<file path="src/rtl/egress_pri_scheduler.sv">
// Egress priority scheduler: picks one of num_of_priority queues per decision,
// strict priority or weighted round robin, and holds off new decisions until
// the granted packet has been fully read.
//
// state | meaning
// IDLE  | no grant outstanding; evaluate eligible queues, or reload WRR credits
// GRANT | grant_vld asserted and held stable until grant_ack
// XFER  | grant accepted; waiting for the packet's last word (pkt_eop)
module egress_pri_scheduler #(
  parameter int num_of_priority = 8,
  parameter int priority_width  = 3,
  parameter int weight_width    = 4
) (
  input  logic                                    clk,
  input  logic                                    rst,
  input  logic                                    sp0_wrr1,
  input  logic [num_of_priority-1:0]              q_nempty,
  input  logic [num_of_priority-1:0]              ready,
  input  logic [num_of_priority*weight_width-1:0] wrr_weight,
  input  logic                                    grant_ack,
  input  logic                                    pkt_eop,
  output logic                                    grant_vld,
  output logic [priority_width-1:0]               grant_pri,
  output logic                                    busy
);

  typedef enum logic [1:0] {
    IDLE  = 2'd0,
    GRANT = 2'd1,
    XFER  = 2'd2
  } state_t;

  state_t                      state, state_nxt;
  logic [weight_width-1:0]     credit     [num_of_priority];
  logic [weight_width-1:0]     credit_nxt [num_of_priority];
  logic [priority_width-1:0]   rr_ptr, rr_ptr_nxt;
  logic [priority_width-1:0]   grant_pri_nxt;
  logic                        grant_vld_nxt, busy_nxt;
  // Mode under which the outstanding grant was issued; decides whether the
  // ack updates WRR bookkeeping, since sp0_wrr1 is only sampled in IDLE.
  logic                        wrr_mode, wrr_mode_nxt;

  logic [num_of_priority-1:0]  eligible, has_credit;
  logic                        wrr_found;
  logic [priority_width-1:0]   sp_idx, wrr_idx;
  logic [weight_width-1:0]     credit_dec;

  assign eligible = q_nempty & ready;

  // Candidate selection: highest eligible index for SP, first credited
  // eligible index scanning downward from rr_ptr for WRR.
  always_comb begin
    logic [priority_width-1:0] scan_idx;
    sp_idx    = '0;
    wrr_found = 1'b0;
    wrr_idx   = '0;
    scan_idx  = '0;
    for (int i = 0; i < num_of_priority; i++) begin
      has_credit[i] = eligible[i] && (credit[i] != '0);
      if (eligible[i]) begin
        sp_idx = priority_width'(i);
      end
    end
    // Descending k so the last write, k=0 (rr_ptr itself), has top precedence.
    for (int k = num_of_priority - 1; k >= 0; k--) begin
      scan_idx = rr_ptr - priority_width'(k);
      if (has_credit[scan_idx]) begin
        wrr_found = 1'b1;
        wrr_idx   = scan_idx;
      end
    end
  end

  // Next-state, output and WRR bookkeeping decode.
  always_comb begin
    state_nxt     = state;
    grant_vld_nxt = grant_vld;
    grant_pri_nxt = grant_pri;
    busy_nxt      = busy;
    rr_ptr_nxt    = rr_ptr;
    wrr_mode_nxt  = wrr_mode;
    credit_nxt    = credit;
    credit_dec    = (credit[grant_pri] != '0) ? credit[grant_pri] - 1'b1 : '0;

    case (state)
      IDLE: begin
        if (eligible != '0) begin
          if (!sp0_wrr1) begin
            grant_pri_nxt = sp_idx;
            grant_vld_nxt = 1'b1;
            busy_nxt      = 1'b1;
            wrr_mode_nxt  = 1'b0;
            state_nxt     = GRANT;
          end else if (wrr_found) begin
            grant_pri_nxt = wrr_idx;
            grant_vld_nxt = 1'b1;
            busy_nxt      = 1'b1;
            wrr_mode_nxt  = 1'b1;
            state_nxt     = GRANT;
          end else begin
            // Credits exhausted for every eligible queue: one bubble to reload.
            // A zero weight still earns one packet per round.
            for (int i = 0; i < num_of_priority; i++) begin
              if (wrr_weight[i*weight_width +: weight_width] == '0) begin
                credit_nxt[i] = weight_width'(1);
              end else begin
                credit_nxt[i] = wrr_weight[i*weight_width +: weight_width];
              end
            end
          end
        end
      end
      GRANT: begin
        if (grant_ack) begin
          grant_vld_nxt = 1'b0;
          if (wrr_mode) begin
            credit_nxt[grant_pri] = credit_dec;
            rr_ptr_nxt = (credit_dec == '0) ? grant_pri - priority_width'(1) : grant_pri;
          end
          if (pkt_eop) begin
            busy_nxt  = 1'b0;
            state_nxt = IDLE;
          end else begin
            state_nxt = XFER;
          end
        end
      end
      XFER: begin
        if (pkt_eop) begin
          busy_nxt  = 1'b0;
          state_nxt = IDLE;
        end
      end
      default: begin
        grant_vld_nxt = 1'b0;
        busy_nxt      = 1'b0;
        state_nxt     = IDLE;
      end
    endcase
  end

  // State, output and credit registers with synchronous reset.
  always_ff @(posedge clk) begin
    if (rst) begin
      state     <= IDLE;
      grant_vld <= 1'b0;
      grant_pri <= '0;
      busy      <= 1'b0;
      rr_ptr    <= priority_width'(num_of_priority - 1);
      wrr_mode  <= 1'b0;
      for (int i = 0; i < num_of_priority; i++) begin
        credit[i] <= '0;
      end
    end else begin
      state     <= state_nxt;
      grant_vld <= grant_vld_nxt;
      grant_pri <= grant_pri_nxt;
      busy      <= busy_nxt;
      rr_ptr    <= rr_ptr_nxt;
      wrr_mode  <= wrr_mode_nxt;
      credit    <= credit_nxt;
    end
  end

endmodule
</file>
<file path="config.mk">
export PLATFORM = sky130hd
export DESIGN_NAME = egress_pri_scheduler
export DESIGN_NICKNAME = d
export VERILOG_FILES = /design/src/rtl/egress_pri_scheduler.sv
export SDC_FILE = /design/constraint.sdc
export NUM_CORES = 1
export LEC_CHECK = 0
export CAP_MARGIN = 20
export CORE_MARGIN = 2
export CORE_UTILIZATION = 50
export CTS_CLUSTER_DIAMETER = 100
export DETAILED_ROUTE_END_ITERATION = 8
export PLACE_DENSITY = 0.78
export SLEW_MARGIN = 15
export SYNTH_ARGS = -nofsm -noshare
export SYNTH_HDL_FRONTEND = slang
export SYNTH_SLANG_ARGS = --single-unit
</file>
<file path="constraint.sdc">
create_clock -name clk -period 3.84 [get_ports clk]
set_clock_uncertainty 0.1 [all_clocks]
set_input_delay 0.768 -clock clk [delete_from_list [all_inputs] [get_ports clk]]
set_output_delay 0.768 -clock clk [all_outputs]
set_load 0.005 [all_outputs]
</file>
==> impl_report.txt, run 1 <==
FLOW METRICS REPORT
----------------------------------------------------
[Outcome]
  Run status ........................ finished, final reports clean

[Critical path]
  Setup slack, reg-to-reg ........................ about 0.24 ns
  Critical path's top delay family ........................ AND-OR/OR-AND gates
  Terminus of the critical flop-to-flop path ........................ grant_pri[1]
  Startpoint of the worst-slack reg-to-reg timing path ........................ credit[20]
  Number of cells on the worst reg-to-reg path ........................ 9
  Endpoint of the worst setup timing path ........................ grant_pri[1]
  CP Launch Point ........................ ready[0]
  Worst Setup Start Kind ........................ primary input
  Number of cells on the critical path ........................ 10
  Delay of the slowest critical-path stage ........................ between 0.9 and 1 ns
  Crit path max-delay cell type ........................ sky130_fd_sc_hd__a2111oi_0

[Synthesis]
  Share of the synthesized netlist area taken by xor and xnor gates ........................ between 1 and 1.5%
  Number of standard cells reported by yosys ........................ 482
  Total nets after synthesis ........................ around 540
  FA/HA/MAJ Cells, Area Fraction ........................ 1.92%
  Main area contributors ........................ sky130_fd_sc_hd__dfxtp_1 (22%), sky130_fd_sc_hd__o32ai_1 (6.3%), sky130_fd_sc_hd__a211oi_1 (5.6%), sky130_fd_sc_hd__a221oi_2 (4.6%), sky130_fd_sc_hd__mux4_2 (4.0%)
  Average instance area after synthesis ........................ a little over 8 um^2
  Area fraction in and, or, nand and nor cells after synthesis ........................ 23.3%
  Proportion of netlist area held by the largest area contributor ........................ 22.0%
  Warnings from Yosys ........................ 0
  FFs w/ async S/R, synth ........................ 0%
  Sequential cell area fraction in the yosys report ........................ 22.0%
  Post-synthesis chip area from yosys ........................ 3910 um^2
  Flip-flops with a built-in enable ........................ 0

[Final timing]
  Unrepaired setup endpoints after global routing ........................ no
  Final Setup Violations ........................ 0
  Final worst-path cycle share ........................ a little over nine tenths
  Post-layout worst setup margin ........................ about 0.16 ns
  Tightest slew margin relative to the limit ........................ between 20% and 30%
  Setup TNS ........................ 0 ns
  Transition time at the pin with the least slew margin ........................ roughly 1.1 ns
  Worst hold margin ........................ 0.425 ns

[Clock network]
  CTS Buf Count ........................ 5
  Max H-tree Level ........................ 2
  Cells resized by post-CTS repair ........................ 0
  Clock tree from TritonCTS ........................ built
  Max clock buf depth ........................ 2
  Post CTS Setup Buffer Count ........................ 0
  Hold buffer count at CTS ........................ 0

[Drt]
  Met2 WL post-DR ........................ 5760 um
  Post-route antenna net violation count ........................ 0
  Via density ........................ a little under 7
  Met3 layer wire length in the routed design ........................ 1350 um
  Detailed Routing Iterations Pass 1 ........................ 7
  DRC viols ........................ 0
  Routed length on met1 ........................ about 5500 um
  Vias post-DR ........................ between 4000 and 5000

[Cells and area]
  Number of sequential storage elements ........................ approximately 43
  Fillers ........................ 649
  Share of final layout cell area taken by clock buffers and inverters ........................ under 10%
  Largest Register ........................ credit
  Comb gates ........................ between 300 and 400
  Final cell count without fillers ........................ ~650
  Largest registers ........................ credit: 32 flops, grant_pri: 3 flops, rr_ptr: 3 flops
  Flip-flop count of the largest register, all copies and words added ........................ 32
  Bufs w/o clock ........................ between 90 and 100
  Antenna diode instance count ........................ 0
  Multi-input combinational cell area ........................ 2810 um^2
  Number of nets in the layout ........................ just over 600

[Floorplanning]
  Chip height ........................ roughly 90 um
  Chip Width ........................ between 90 and 100 um
  I/O pin count ........................ ~58
  Num rows ........................ 32
  Tap cell count ........................ between 100 and 150

[Min path]
  End of the worst hold path ........................ wrr_mode
  Hold Path Depth ........................ 2

[GRT]
  Overflow after GRT ........................ 0
  Grt met2 use ........................ 47.6%
  Vias in the first global route ........................ about 4200

[Power and ir drop]
  Top power group ........................ combinational cells
  P_sw ........................ between 2 and 2.5 mW
  Sequential share of power ........................ between 20% and 30%
  Net Sw Frac ........................ just over 50%
  Cell leakage power ........................ between 1.5 and 2 nW
  Clock network fraction of design power ........................ approximately 7.2%
  Peak supply drop ........................ just over 0.5 mV

[Place]
  Instance area after placement ........................ 4740 um^2

----------------------------------------------------
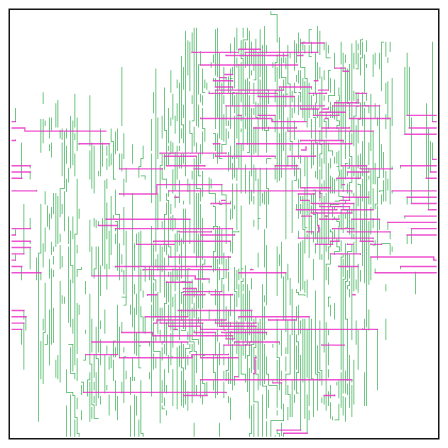
*Wiring by layer, run 1*
Only two layers are drawn.
- M3: magenta (wire length 1350 um)
- M2: green (wire length 5760 um)

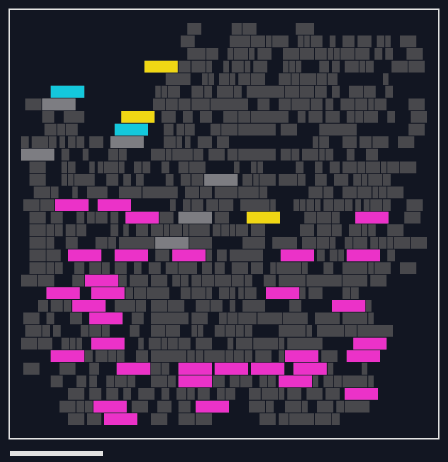
*Sequential cells colored by netlist name, run 1*
The bar under the picture is 20 um long.
- state: cyan (placed flops 2)
- rr_ptr: yellow (placed flops 3)
- credit: magenta (placed flops 32)
- not colored: 6
final core utilization: 63.3%
register cell area after layout: 861 um^2
sequential logic power: 936 uW
register fraction of the total cell area: 17.8%

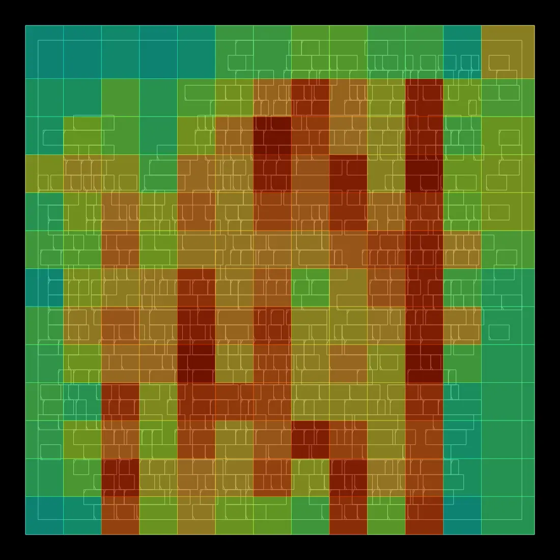
*Track usage over the die, run 1*
GRT busiest layer: met2
routed wirelength normalized by instance count: 19.9 um
met3 Use GR: 6.18%
gr usage total: 30.3%
GR met1 Demand/Resource: 41.7%

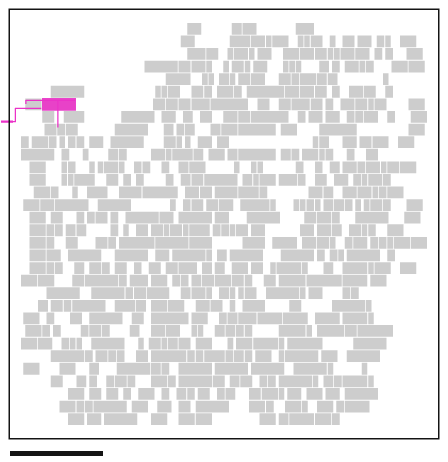
*I/O nets highlighted, run 1*
The bar under the picture is 20 um long.
- grant_vld: magenta (bits 1; direction output; end cells 1; buffers 1; wire 26.1 um)

### Met1 routing, run 1

The bar under the picture is 20 um long. Supply wires on this layer in gray. Cells faint in the background.
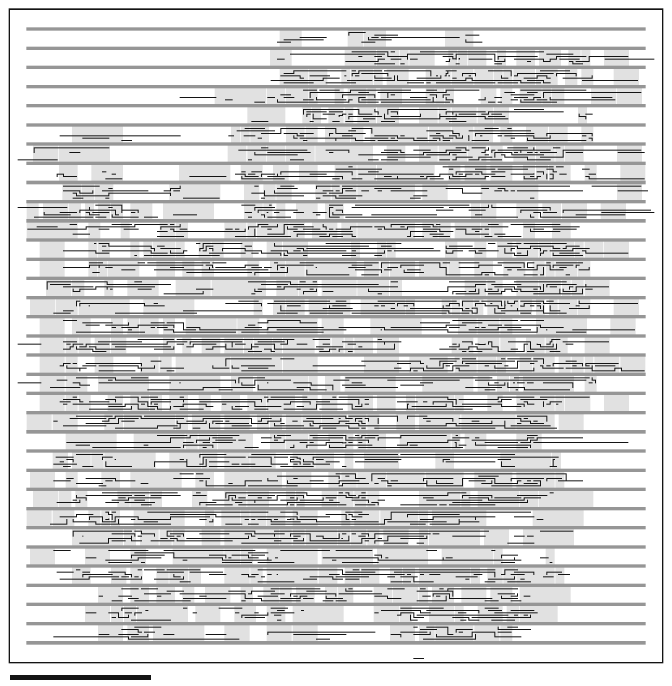

==> inputs of run 2 (changes only) <==
--- a/config.mk
+++ b/config.mk
@@ -6,5 +6,5 @@
 export NUM_CORES = 1
 export LEC_CHECK = 0
-export CAP_MARGIN = 20
+export CAP_MARGIN = 15
 export CORE_MARGIN = 2
 export CORE_UTILIZATION = 50
==> constraint.sdc (replaced) <==
create_clock -name clk -period 3.84 [get_ports clk]
set_clock_uncertainty 0.1 [all_clocks]
set_input_delay 0.96 -clock clk [delete_from_list [all_inputs] [get_ports clk]]
set_output_delay 0.96 -clock clk [all_outputs]
set_load 0.005 [all_outputs]
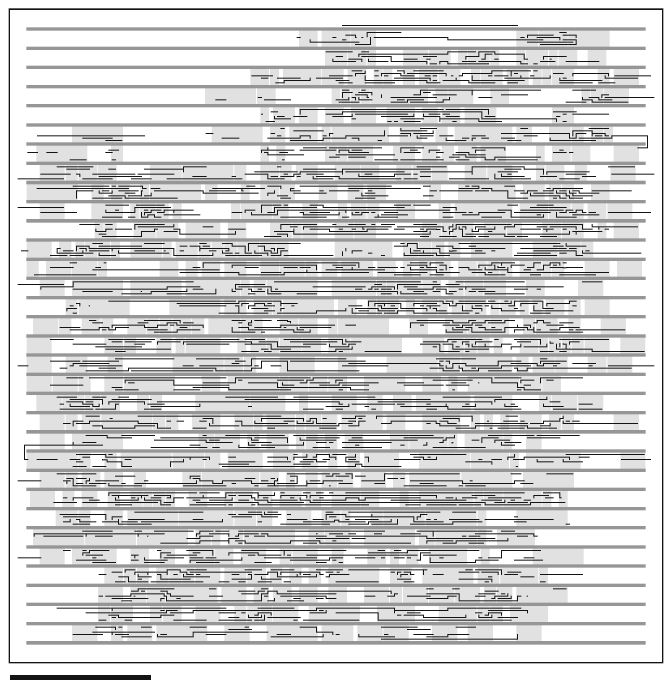
*Met1 routing, run 2*
The bar under the picture is 20 um long. Supply wires on this layer in gray. Cells faint in the background.
- longest straight run: 26.2 um
- wire length on this layer: 5570 um
- main direction: horizontal
- share of all routed wire: 43%
GR met1 Demand/Resource: 43.0%
vias post-DR: 4445
final wirelength: 12900 um

==> impl_report.txt, run 2 <==
FLOW METRICS REPORT
----------------------------------------------------
[Cells and area]
  Comb gates ........................ 380 (unchanged)
  Final cell count without fillers ........................ 665 (+2.0%)
  Largest registers ........................ credit: 32 flops, grant_pri: 3 flops, rr_ptr: 3 flops
  Antenna diode instance count ........................ 0 (unchanged)
  Clock buffer count ........................ 6
  Largest Register ........................ credit
  Number of nets in the layout ........................ 621 (+2.1%)
  Register cell area after layout ........................ 861 um^2 (unchanged)
  Fillers ........................ 652 (+0.46%)
  Share of final layout cell area taken by clock buffers and inverters ........................ 1.94% (-0.050 points)
  Final core utilization ........................ 64.9% (+1.6 points)
  Number of sequential storage elements ........................ 43 (unchanged)
  Multi-input combinational cell area ........................ 2820 um^2 (+0.54%)
  Flip-flop count of the largest register, all copies and words added ........................ 32 (unchanged)
  Register fraction of the total cell area ........................ 17.3% (-0.45 points)

[Clock network]
  CTS Buf Count ........................ 5 (unchanged)
  Clock tree from TritonCTS ........................ built
  Post CTS Setup Buffer Count ........................ 0 (unchanged)
  Max H-tree Level ........................ 2 (unchanged)
  Cells resized by post-CTS repair ........................ 0 (unchanged)
  Hold buffer count at CTS ........................ 0 (unchanged)

[Critical path]
  Worst Setup Start Kind ........................ primary input
  Number of cells on the critical path ........................ 10 (unchanged)
  Maximum fanout count along the critical path ........................ 5
  Critical path's top delay family ........................ AND-OR/OR-AND gates
  Endpoint of the worst setup timing path ........................ grant_pri[0]
  Number of cells on the worst reg-to-reg path ........................ 9 (unchanged)
  Terminus of the critical flop-to-flop path ........................ grant_pri[0]
  Crit path max-delay cell type ........................ sky130_fd_sc_hd__clkdlybuf4s50_1
  Crit path kind ........................ primary input to register
  Setup slack, reg-to-reg ........................ 0.46 ns (+0.22 ns)
  Startpoint of the worst-slack reg-to-reg timing path ........................ rr_ptr[1]

[Floorplanning]
  Chip height ........................ 92.5 um (unchanged)
  Num rows ........................ 32 (unchanged)
  Chip Width ........................ 92.5 um (unchanged)
  Tap cell count ........................ 102 (unchanged)
  Core region area ........................ roughly 7600 um^2
  I/O pin count ........................ 58 (unchanged)

[Power and ir drop]
  Peak supply drop ........................ 0.468 mV (-7.1%)
  Internal power summed over all cells ........................ approximately 2.3 mW
  Net Sw Frac ........................ 49.9% (-1.5 points)
  Sequential share of power ........................ 20.4% (-0.8 points)
  Top power group ........................ combinational cells
  P_sw ........................ 2.30 mW (+1.3%)
  Sequential logic power ........................ 940 uW (+0.4%)

[GRT]
  Gr usage total ........................ 30.0% (-0.29 points)
  Overflow after GRT ........................ 0 (unchanged)
  Vias in the first global route ........................ 4315 (+2.3%)
  GRT busiest layer ........................ met2
  Grt met2 use ........................ 46.5% (-1.1 points)

[Final timing]
  Setup TNS ........................ 0 ns (unchanged)
  Transition time at the pin with the least slew margin ........................ 0.948 ns (-0.171 ns)
  Post-layout worst setup margin ........................ 0.222 ns (+0.0612 ns)
  Tightest slew margin relative to the limit ........................ 36.8% (+13 points)
  Unrepaired setup endpoints after global routing ........................ no
  Worst hold margin ........................ 0.432 ns (+0.00662 ns)
  Final Setup Violations ........................ 0 (unchanged)
  Final worst-path cycle share ........................ 94.2% (-1.6 points)

[Drt]
  Met3 layer wire length in the routed design ........................ 1250 um (-7.2%)
  Routed length on met1 ........................ 5570 um (+0.85%)
  Via density ........................ 6.68 (-1.4%)
  DRC viols ........................ 0 (unchanged)
  Routed wirelength normalized by instance count ........................ 19.4 um (-2.7%)
  Detailed Routing Iterations Pass 1 ........................ 7 (unchanged)
  Post-route antenna net violation count ........................ 0 (unchanged)
  Met2 WL post-DR ........................ 5760 um (-0.14%)

[Min path]
  Hold Path Depth ........................ 2 (unchanged)

[Synthesis]
  Share of the synthesized netlist area taken by xor and xnor gates ........................ 1.12% (unchanged)
  Post-synthesis chip area from yosys ........................ 3910 um^2 (unchanged)
  Total nets after synthesis ........................ 541 (unchanged)
  Proportion of netlist area held by the largest area contributor ........................ 22.0% (unchanged)
  Average instance area after synthesis ........................ 8.12 um^2 (unchanged)
  Number of standard cells reported by yosys ........................ 482 (unchanged)
  Area fraction in and, or, nand and nor cells after synthesis ........................ 23.3% (unchanged)
  Main area contributors ........................ sky130_fd_sc_hd__dfxtp_1 (22%), sky130_fd_sc_hd__o32ai_1 (6.3%), sky130_fd_sc_hd__a211oi_1 (5.6%), sky130_fd_sc_hd__a221oi_2 (4.6%), sky130_fd_sc_hd__mux4_2 (4.0%)
  Sequential cell area fraction in the yosys report ........................ 22.0% (unchanged)
  Warnings from Yosys ........................ 0 (unchanged)
  Post-synthesis cell type with the largest combined area ........................ sky130_fd_sc_hd__dfxtp_1
  Flip-flops with a built-in enable ........................ 0 (unchanged)
  FA/HA/MAJ Cells, Area Fraction ........................ 1.92% (unchanged)
  FFs w/ async S/R, synth ........................ 0% (unchanged)

[Outcome]
  Run status ........................ finished, final reports clean

----------------------------------------------------
==> inputs of run 3 (changes only) <==
Settings changed: CAP_MARGIN 15 to 10.
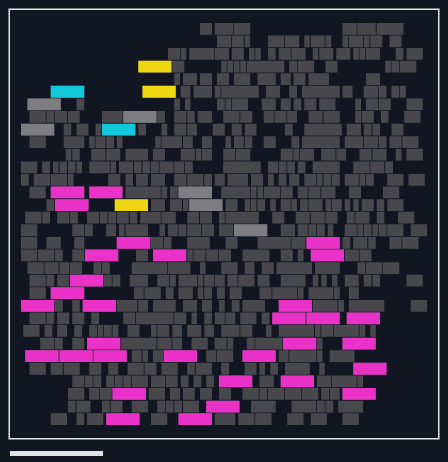
*Sequential cells colored by netlist name, run 3*
The bar under the picture is 20 um long.
- rr_ptr: yellow (placed flops 3)
- credit: magenta (placed flops 32)
- state: cyan (placed flops 2)
- not colored: 6

==> impl_report.txt, run 3 <==
FLOW METRICS REPORT
----------------------------------------------------
[Power and ir drop]
  Net Sw Frac ........................ 49.9% (unchanged)
  Sequential share of power ........................ 20.4% (about the same)
  Peak supply drop ........................ 0.468 mV (unchanged)
  Top power group ........................ combinational cells
  Internal power summed over all cells ........................ 2.30 mW (unchanged)

[Synthesis]
  Share of the synthesized netlist area taken by xor and xnor gates ........................ 1.12% (unchanged)
  Average instance area after synthesis ........................ 8.12 um^2 (unchanged)
  Post-synthesis cell type with the largest combined area ........................ sky130_fd_sc_hd__dfxtp_1
  Area fraction in and, or, nand and nor cells after synthesis ........................ 23.3% (unchanged)

[GRT]
  GR met1 Demand/Resource ........................ 43.0% (unchanged)
  GRT busiest layer ........................ met2

[Critical path]
  Crit path kind ........................ primary input to register
  Worst Setup Start Kind ........................ primary input
  Number of cells on the critical path ........................ 10 (unchanged)
  Setup slack, reg-to-reg ........................ 0.46 ns (about the same)
  Crit path max-delay cell type ........................ sky130_fd_sc_hd__clkdlybuf4s50_1
  Terminus of the critical flop-to-flop path ........................ grant_pri[0]

[Final timing]
  Worst hold margin ........................ 0.432 ns (unchanged)
  Unrepaired setup endpoints after global routing ........................ no
  Setup TNS ........................ 0 ns (unchanged)

[Floorplanning]
  Chip height ........................ 92.5 um (unchanged)
  I/O pin count ........................ 58 (unchanged)
  Tap cell count ........................ 102 (unchanged)

[Cells and area]
  Largest Register ........................ credit
  Multi-input combinational cell area ........................ 2820 um^2 (unchanged)
  Fillers ........................ 652 (unchanged)
  Register cell area after layout ........................ 861 um^2 (unchanged)
  Antenna diode instance count ........................ 0 (unchanged)
  Clock buffer count ........................ 6 (unchanged)
  Comb gates ........................ 380 (unchanged)

[Min path]
  Hold Path Depth ........................ 2 (unchanged)

[Drt]
  Met3 layer wire length in the routed design ........................ 1250 um (unchanged)
  Post-route antenna net violation count ........................ 0 (unchanged)
  Routed length on met1 ........................ 5570 um (unchanged)
  Final wirelength ........................ 12900 um (unchanged)
  Met2 WL post-DR ........................ 5760 um (unchanged)

[Outcome]
  Run status ........................ finished, final reports clean

[Clock network]
  Cells resized by post-CTS repair ........................ 0 (unchanged)
  CTS Buf Count ........................ 5 (unchanged)
  Post CTS Setup Buffer Count ........................ 0 (unchanged)

----------------------------------------------------
Power is estimated from default activity; no workload was simulated.
